Fig. 1: a small window of the routed layout
Region (0, 45) to (50, 95) um. Cells in gray, sequential cells in the stronger gray; small squares are vias.
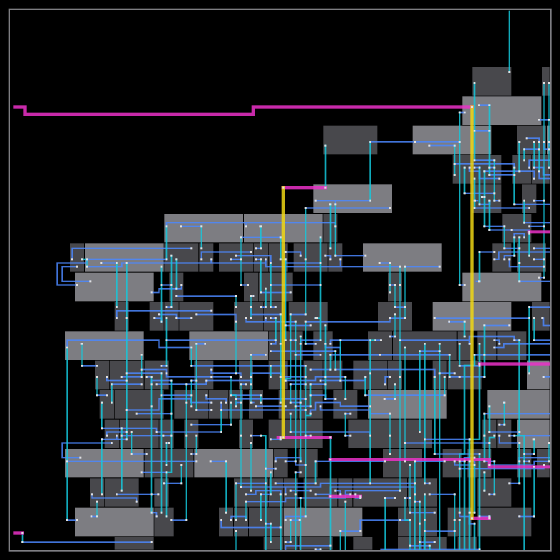
Fig. 2: selected gate families
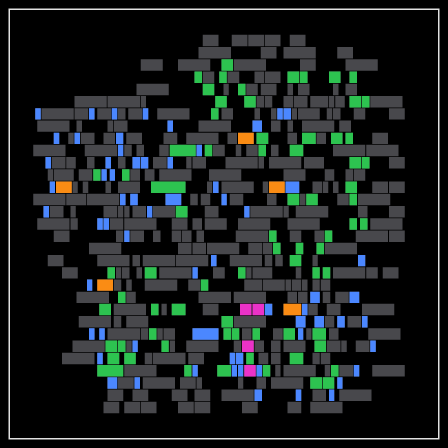
Fig. 3: where the registers sit
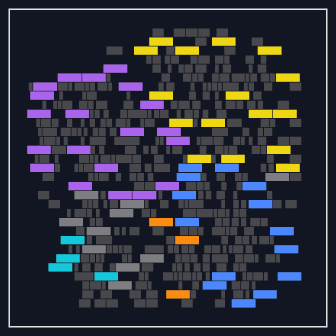
Fig. 4: clock routing
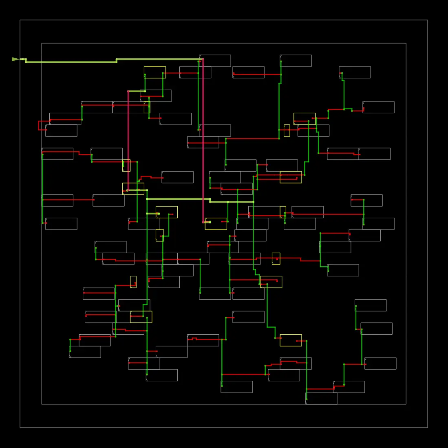
Fig. 5: floorplan with the power grid
Pins as bars on the die edge.
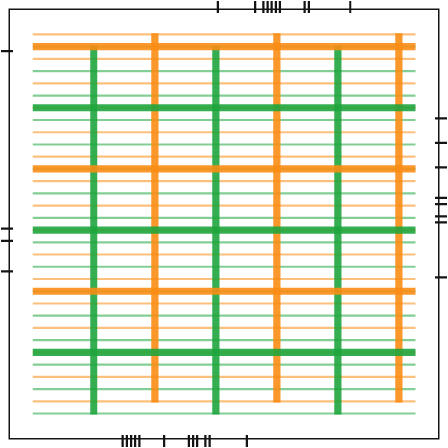
<file path="src/rtl/neopix_frame_sched_if.sv">
// Bus between the SPI frame writer / WS2812 driver side and the frame scheduler.
// The slave modport is the scheduler's view; master is the surrounding logic.
interface neopix_frame_sched_if #(
  parameter int W = 4
);
  logic         frame_done_i;
  logic         frame_bank_i;
  logic [W-1:0] frame_count_i;
  logic         ws_busy_i;
  logic         clear_i;
  logic         ws_start_o;
  logic         ws_bank_o;
  logic [W-1:0] ws_count_o;
  logic         spi_bank_o;
  logic         overrun_o;
  logic [15:0]  frames_o;

  modport slave (
    input  frame_done_i, frame_bank_i, frame_count_i, ws_busy_i, clear_i,
    output ws_start_o, ws_bank_o, ws_count_o, spi_bank_o, overrun_o, frames_o
  );

  modport master (
    output frame_done_i, frame_bank_i, frame_count_i, ws_busy_i, clear_i,
    input  ws_start_o, ws_bank_o, ws_count_o, spi_bank_o, overrun_o, frames_o
  );
endinterface

</file>
<file path="src/rtl/neopix_frame_sched.sv">
// neopix_frame_sched: ping-pong bank scheduler between an SPI frame writer and
// a WS2812 driver. Holds one pending frame, enforces the latch gap between
// frames, auto-repeats the last frame at the refresh rate and counts starts.
module neopix_frame_sched #(
  parameter int NUM_LEDS     = 8,
  parameter int SYSTEM_CLOCK = 50000000,
  parameter int LATCH_US     = 300,
  parameter int REFRESH_HZ   = 60
) (
  input  logic                clk_i,
  input  logic                reset_i,
  neopix_frame_sched_if.slave bus
);
  localparam int W            = $clog2(NUM_LEDS) + 1;
  localparam int LATCH_CYC    = SYSTEM_CLOCK / 1000000 * LATCH_US;
  // A zero latch time still needs one LATCH cycle for the state machine to pass through.
  localparam int LATCH_N      = (LATCH_CYC < 1) ? 1 : LATCH_CYC;
  localparam bit REFRESH_EN   = (REFRESH_HZ != 0);
  localparam int REFRESH_CYC  = REFRESH_EN ? (SYSTEM_CLOCK / REFRESH_HZ) : 1;
  localparam int TW           = (REFRESH_CYC > 1) ? $clog2(REFRESH_CYC) : 1;
  // Shared counter covers both the 4-cycle busy timeout and the latch gap.
  localparam int CW           = ($clog2(LATCH_N) > 2) ? $clog2(LATCH_N) : 2;
  localparam int BUSY_TIMEOUT = 4;

  localparam logic [TW-1:0] TIMER_MAX = TW'(REFRESH_CYC - 1);
  localparam logic [W-1:0]  MAX_COUNT = W'(NUM_LEDS);

  typedef enum logic [2:0] {IDLE, START, WAIT_BUSY, BUSY, LATCH} state_t;

  state_t        state_q, state_d;
  logic [CW-1:0] cnt_q, cnt_d;
  logic [TW-1:0] timer_q, timer_d;
  logic          pending_q, pending_d;
  logic          slot_bank_q, slot_bank_d;
  logic [W-1:0]  slot_count_q, slot_count_d;
  logic          ws_start_q, ws_start_d;
  logic          ws_bank_q, ws_bank_d;
  logic [W-1:0]  ws_count_q, ws_count_d;
  logic          spi_bank_q, spi_bank_d;
  logic          overrun_q, overrun_d;
  logic [15:0]   frames_q, frames_d;

  logic          accept;
  logic          dispatch;
  logic          refresh_due;
  logic          overrun_event;
  logic [W-1:0]  count_clamped;

  // Next-state logic: slot capture, overrun flag, FSM and registered outputs.
  always_comb begin
    state_d      = state_q;
    cnt_d        = cnt_q;
    pending_d    = pending_q;
    slot_bank_d  = slot_bank_q;
    slot_count_d = slot_count_q;
    ws_start_d   = 1'b0;
    ws_bank_d    = ws_bank_q;
    ws_count_d   = ws_count_q;
    spi_bank_d   = spi_bank_q;
    frames_d     = frames_q;
    // Timer reads 0 during the START cycle and counts every cycle after it.
    timer_d      = (timer_q == TIMER_MAX) ? timer_q : timer_q + TW'(1);

    count_clamped = (bus.frame_count_i > MAX_COUNT) ? MAX_COUNT : bus.frame_count_i;
    accept        = bus.frame_done_i && (bus.frame_count_i != '0);
    dispatch      = (state_q == IDLE) && pending_q;
    refresh_due   = REFRESH_EN && (state_q == IDLE) && !pending_q &&
                    (timer_q >= TIMER_MAX) && (ws_count_q != '0);
    // A dispatch empties the slot this cycle, so a same-cycle frame is not an overrun.
    overrun_event = accept && pending_q && !dispatch;

    if (accept) begin
      pending_d    = 1'b1;
      slot_bank_d  = bus.frame_bank_i;
      slot_count_d = count_clamped;
    end else if (dispatch) begin
      pending_d = 1'b0;
    end

    overrun_d = overrun_q;
    if (bus.clear_i) overrun_d = 1'b0;
    if (overrun_event) overrun_d = 1'b1;

    case (state_q)
      IDLE: begin
        if (dispatch || refresh_due) begin
          if (dispatch) begin
            ws_bank_d  = slot_bank_q;
            ws_count_d = slot_count_q;
            spi_bank_d = ~slot_bank_q;
          end
          state_d    = START;
          ws_start_d = 1'b1;
          frames_d   = frames_q + 16'd1;
          timer_d    = '0;
        end
      end
      START: begin
        state_d = WAIT_BUSY;
        cnt_d   = '0;
      end
      WAIT_BUSY: begin
        if (bus.ws_busy_i) begin
          state_d = BUSY;
        end else if (cnt_q == CW'(BUSY_TIMEOUT - 1)) begin
          state_d = LATCH;
          cnt_d   = '0;
        end else begin
          cnt_d = cnt_q + CW'(1);
        end
      end
      BUSY: begin
        if (!bus.ws_busy_i) begin
          state_d = LATCH;
          cnt_d   = '0;
        end
      end
      LATCH: begin
        if (cnt_q == CW'(LATCH_N - 1)) begin
          state_d = IDLE;
        end else begin
          cnt_d = cnt_q + CW'(1);
        end
      end
      default: state_d = IDLE;
    endcase
  end

  // State and output registers with synchronous active-low reset.
  always_ff @(posedge clk_i) begin
    if (!reset_i) begin
      state_q      <= IDLE;
      cnt_q        <= '0;
      timer_q      <= '0;
      pending_q    <= 1'b0;
      slot_bank_q  <= 1'b0;
      slot_count_q <= '0;
      ws_start_q   <= 1'b0;
      ws_bank_q    <= 1'b0;
      ws_count_q   <= '0;
      spi_bank_q   <= 1'b1;
      overrun_q    <= 1'b0;
      frames_q     <= '0;
    end else begin
      state_q      <= state_d;
      cnt_q        <= cnt_d;
      timer_q      <= timer_d;
      pending_q    <= pending_d;
      slot_bank_q  <= slot_bank_d;
      slot_count_q <= slot_count_d;
      ws_start_q   <= ws_start_d;
      ws_bank_q    <= ws_bank_d;
      ws_count_q   <= ws_count_d;
      spi_bank_q   <= spi_bank_d;
      overrun_q    <= overrun_d;
      frames_q     <= frames_d;
    end
  end

  assign bus.ws_start_o = ws_start_q;
  assign bus.ws_bank_o  = ws_bank_q;
  assign bus.ws_count_o = ws_count_q;
  assign bus.spi_bank_o = spi_bank_q;
  assign bus.overrun_o  = overrun_q;
  assign bus.frames_o   = frames_q;
endmodule

</file>
<file path="src/flat_wrapper.sv">
// flat-port wrapper written by rule: the top's interface ports become plain ports
module neopix_frame_sched_flat 
#(
  parameter int NUM_LEDS     = 8,
  parameter int SYSTEM_CLOCK = 50000000,
  parameter int LATCH_US     = 300,
  parameter int REFRESH_HZ   = 60
)
  (clk_i, reset_i, bus_frame_done_i, bus_frame_bank_i, bus_frame_count_i, bus_ws_busy_i, bus_clear_i, bus_ws_start_o, bus_ws_bank_o, bus_ws_count_o, bus_spi_bank_o, bus_overrun_o, bus_frames_o);
  neopix_frame_sched_if bus_i ();
  input  logic clk_i;
  input  logic reset_i;
  input wire logic [$bits(bus_i.frame_done_i)-1:0] bus_frame_done_i;
  input wire logic [$bits(bus_i.frame_bank_i)-1:0] bus_frame_bank_i;
  input wire logic [$bits(bus_i.frame_count_i)-1:0] bus_frame_count_i;
  input wire logic [$bits(bus_i.ws_busy_i)-1:0] bus_ws_busy_i;
  input wire logic [$bits(bus_i.clear_i)-1:0] bus_clear_i;
  output wire logic [$bits(bus_i.ws_start_o)-1:0] bus_ws_start_o;
  output wire logic [$bits(bus_i.ws_bank_o)-1:0] bus_ws_bank_o;
  output wire logic [$bits(bus_i.ws_count_o)-1:0] bus_ws_count_o;
  output wire logic [$bits(bus_i.spi_bank_o)-1:0] bus_spi_bank_o;
  output wire logic [$bits(bus_i.overrun_o)-1:0] bus_overrun_o;
  output wire logic [$bits(bus_i.frames_o)-1:0] bus_frames_o;
  assign bus_i.frame_done_i = bus_frame_done_i;
  assign bus_i.frame_bank_i = bus_frame_bank_i;
  assign bus_i.frame_count_i = bus_frame_count_i;
  assign bus_i.ws_busy_i = bus_ws_busy_i;
  assign bus_i.clear_i = bus_clear_i;
  assign bus_ws_start_o = bus_i.ws_start_o;
  assign bus_ws_bank_o = bus_i.ws_bank_o;
  assign bus_ws_count_o = bus_i.ws_count_o;
  assign bus_spi_bank_o = bus_i.spi_bank_o;
  assign bus_overrun_o = bus_i.overrun_o;
  assign bus_frames_o = bus_i.frames_o;
  neopix_frame_sched #(.NUM_LEDS(NUM_LEDS), .SYSTEM_CLOCK(SYSTEM_CLOCK), .LATCH_US(LATCH_US), .REFRESH_HZ(REFRESH_HZ)) u_core (.clk_i(clk_i), .reset_i(reset_i), .bus(bus_i));
endmodule
</file>
<file path="config.mk">
export PLATFORM = sky130hd
export DESIGN_NAME = neopix_frame_sched_flat
export DESIGN_NICKNAME = d
export VERILOG_FILES = /design/src/rtl/neopix_frame_sched_if.sv /design/src/rtl/neopix_frame_sched.sv /design/src/flat_wrapper.sv
export SDC_FILE = /design/constraint.sdc
export NUM_CORES = 1
export LEC_CHECK = 0
export CAP_MARGIN = 20
export CORE_MARGIN = 5
export CORE_UTILIZATION = 45
export DETAILED_ROUTE_END_ITERATION = 8
export HOLD_SLACK_MARGIN = 0.15
export PLACE_DENSITY = 0.68
export SETUP_SLACK_MARGIN = 0.05
export SKIP_CTS_REPAIR_TIMING = 1
export SLEW_MARGIN = 20
export SYNTH_ARGS = -nofsm -noshare
export SYNTH_HDL_FRONTEND = slang
export SYNTH_SLANG_ARGS = --single-unit
</file>
<file path="constraint.sdc">
create_clock -name clk_i -period 4 [get_ports clk_i]
set_input_delay 0.4 -clock clk_i [delete_from_list [all_inputs] [get_ports clk_i]]
set_output_delay 0.4 -clock clk_i [all_outputs]
set_load 0.02 [all_outputs]
</file>
==> flow_summary.toml <==
# flow metrics
[grt]
grt_pass1_wl_um = 11900
gr-total-overflow = 0
grt_util_all_layers_pct = 16.5
grt_pass1_vias = 2628
antenna_found_initial = 0
grt_max_degree = 34

[layout]
antenna_cells = 0
drive_gt1_share_pct = 6.38
area_growth_pct = 17.1
fin_nets = 432
fillCellCount = 688

[routing]
viasPerCell = 5.48
wl_per_cell_um = 13.0
firstDrtPassIters = 5
vias = 2860
drc = 0
drt_iter0_markers = 130
drtAntennaViolNets = 0
drt_wl_total_um = 6800

[worst_setup_path]
start_kind = "flop"
crit_buf_inv = 1
worst-path-max-fanout = 30
cp.required_ps = 4260
arrival_ps = 2610
crit_chain = "nor3_4, o21ai_2, buf_4, or4_4, or4_1, a21oi_1"
cp_top_family = "simple AND/OR/NAND/NOR gates"
rr_startpoint = "u_core.state_q[2]"
crit_path_start = "u_core.state_q[2]"
reg2regPathDepth = 6
worstSetupPathType = "reg2reg"
critical-path-max-stage-delay_ps = 570
rrSetupSlack_ps = 1640
cp-end-kind = "flop"
critical-path-slowest-cell = "or4_4"
r2r_end = "u_core.bus.frames_o[14]"

[die]
ios = 34
die-area_um2 = 9060
num_rows = 31
core-area_um2 = 7180
initCoreUtil_pct = 45.5

[worst_hold_path]
hold_depth = 2
min_from = "u_core.cnt_q[1]"
min_to = "u_core.cnt_q[1]"
hold_path_class = "reg2reg"

[synthesis]
synth_dominant_cell_count = "dfxtp_1"
syn_avg_cell_area_um2 = 8.42
synth_seq_share_pct = 41.1
yosysTopAreaCell = "dfxtp_1"
synth_area_um2 = 3270
top_cells_by_count = "67 x dfxtp_1, 46 x nor2_1, 30 x nand2_1, 29 x a21oi_1, 24 x nand3_1"
synth_top_area_share_pct = 41.1
yosys_area_um2 = 3270
ys_warn_count = 0
synth.net_count = 402
netlist_instances = 388
async_flop_share_pct = 0
synth-seq-cells = 67
area_leaders = "dfxtp_1 41%, nor2_1 5.3%, a21oi_1 4.4%"
flop_cell = "dfxtp_1"
yosysCellCount = 388
edf_count = 0
synth_cell_type_count = 50

[timing]
rsz0062_at_grt = "false"
slew_headroom_pct = 45.7
setup_slack_ps = 1640
skew_ps = 12.4
worstMarginPinSlew_ps = 813
finalSetupViolations = 0
finalWorstPathRequiredPeriod_ps = 2360
slew_viol_final = 0
hold_violations = 0
whs_ps = 472
fmax_ghz = 0.424
finalCritPeriodShare_pct = 59.0
setup_total_negative_slack_ps = 0

[clock_tree]
cts_buffers = 9
cts_tree = "done"
clockBufferDepth = 2
clkTransAtPathRegs_ps = 70
worstSkewPairLatency_ps = 340
htreeDepth = 3
cts.root.buffer_cell = "clkbuf_8"

[placed_design]
gp_congestion = 0.851
pre_cts_slack_ps = 1350
dp_cells = 506
io_buffers = 33
dpl.hpwl_um = 4750

[run_status]
outcome = "finished clean"

[pwr]
combPwrFrac_pct = 20.9
clkPwrFrac_pct = 30.8
p_leak_uw = 0.00122
power.density_nw_per_um2 = 398
p_int_uw = 1030
p_sw_uw = 495
switching_share_pct = 32.5
seqPwrFrac_pct = 48.3

[flow_run]
max_cap_viol_count = 0
warnings = 27
About Fig. 1:
layer	color
met4	yellow
met1	blue
met3	magenta
met2	cyan
most frequent	nor2_1 (22), dfxtp_1 (18), nand2_1 (9)
sequential cells in the window	18
netlist names of flops here include	u_core.timer_q (15), u_core.bus.frames_o (3)
cells with their middle in the window	115

About Fig. 2:
family	color	cells	most used
multiplexers	orange	5	mux2i_1
AND-OR and OR-AND gates	magenta	4	o21a_1
inverting AOI/OAI gates	green	72	a21oi_1
NOR gates	blue	65	nor2_1
logic share of the area: 47.0%
Final Non-Filler Cells: 522

About Fig. 3:
netlist name	color	sequential cells
u_core.timer_q	purple	20
u_core.bus.frames_o	yellow	16
u_core.state_q	orange	3
u_core.slot_count_q	cyan	4
u_core.cnt_q	blue	14
Seq group: 734 uW
Seq/total area: 35.1%

About Fig. 4:
Clock Sinks: 67
Clock Buffer Count: 13

About Fig. 5:
net	color
VSS	green
VDD	orange
signal pins	34
met4 straps	6
die width: 95.2 um
peak supply drop: 0.162 mV
Die Height: 95.2 um

kinds of logic after synthesis:
logic type      Yosys count  share of synthesized area (%)
compound gates           76                           15.4
xor+xnor                 26                           6.97
fa+ha+maj                 4                           1.53
buf+inv                  31                           4.25
flops                    67                           41.1
mux                       5                           1.57
simple gates            179                           29.2
placed cells by master (no fill, tap or decap), types with 4 or more instances in the layout:
cell / netlist / routed
mux2i_1: 4 / 4
and2_1: 6 / 6
ha_1: 4 / 4
dfxtp_1: 67 / 67
xor2_1: 12 / 12
clkbuf_8: 0 / 9
nand4_1: 11 / 11
and3_1: 4 / 4
inv_1: 12 / 12
buf_4: 1 / 4
or3_1: 6 / 6
a22oi_1: 4 / 4
o31ai_1: 13 / 13
nor4_1: 4 / 4
nor2_1: 46 / 46
a211oi_1: 4 / 4
nand2b_1: 7 / 7
nand3_1: 24 / 24
nand2_1: 30 / 30
o21ai_0: 9 / 8
nor3_1: 10 / 10
a21oi_1: 29 / 29
xnor2_1: 14 / 14
clkbuf_1: 9 / 4
or4_1: 14 / 14
clkdlybuf4s50_1: 0 / 33
power by group through the flow:
stage               registers, uW  logic (uW)  clock network [uW]
global placement              748         313                   0
floorplan                     748         244                   0
CTS                           734         320                 485
global route                  741         358                 519
detailed placement            749         317                   0
finish                        734         318                 469
flip-flops by register name, summed over array words and instances, names as in the netlist:
register / flops
u_core.bus.ws_start_o: 1
u_core.pending_q: 1
u_core.bus.overrun_o: 1
u_core.timer_q: 20
u_core.state_q: 3
u_core.bus.spi_bank_o: 1
u_core.bus.ws_count_o: 4
u_core.cnt_q: 14
u_core.bus.ws_bank_o: 1
u_core.slot_bank_q: 1
u_core.bus.frames_o: 16
u_core.slot_count_q: 4
worst min-delay path: cells and delay by family, from the launching register on:
family | cells | cell delay (ps)
AND/OR/NAND/NOR | 1 | 60
flip-flops | 1 | 320
AND-OR/OR-AND | 1 | 50
cell type report:
cell class,instances,area [um2],share of cell area (%)
multi-input combinational,290,1800,47.0
sequential,67,1340,35.1
timing repair buffer,37,360,9.42
clock buffer,13,139,3.63
tap,99,124,3.24
inverter,13,48.8,1.28
clock inverter,3,15.0,0.393
layer usage:
metal,up-vias,track usage [%],share of wire (%)
li1,1456,-,-
met1,1350,20.7,47
met2,50,26.8,48
met3,4,3.31,3.7
met4,0,8.65,0.90
met5,-,0,0
how the worst max path moves through the flow:
stage / end / slack (ps) / cells past startpoint
after floorplan: u_core.bus.frames_o[11] / 1980 / 8
after global placement: u_core.cnt_q[12] / 1390 / 6
after detailed placement: u_core.cnt_q[12] / 1350 / 6
after CTS: u_core.bus.frames_o[14] / 1630 / 6
after global routing: u_core.cnt_q[12] / 1510 / 6
final: u_core.bus.frames_o[14] / 1640 / 6
through the flow:
step / cell area, um2 / total power, uW / utilization, %
final: 3820 / 1520 / 53.3
after global routing: 3820 / 1620 / 53.3
after detailed placement: 3660 / 1070 / 51.1
after CTS: 3820 / 1540 / 53.2
after floorplan: 3270 / 992 / -
after global placement: 3660 / 1060 / 51.1
Power and IR drop assume default switching activity.
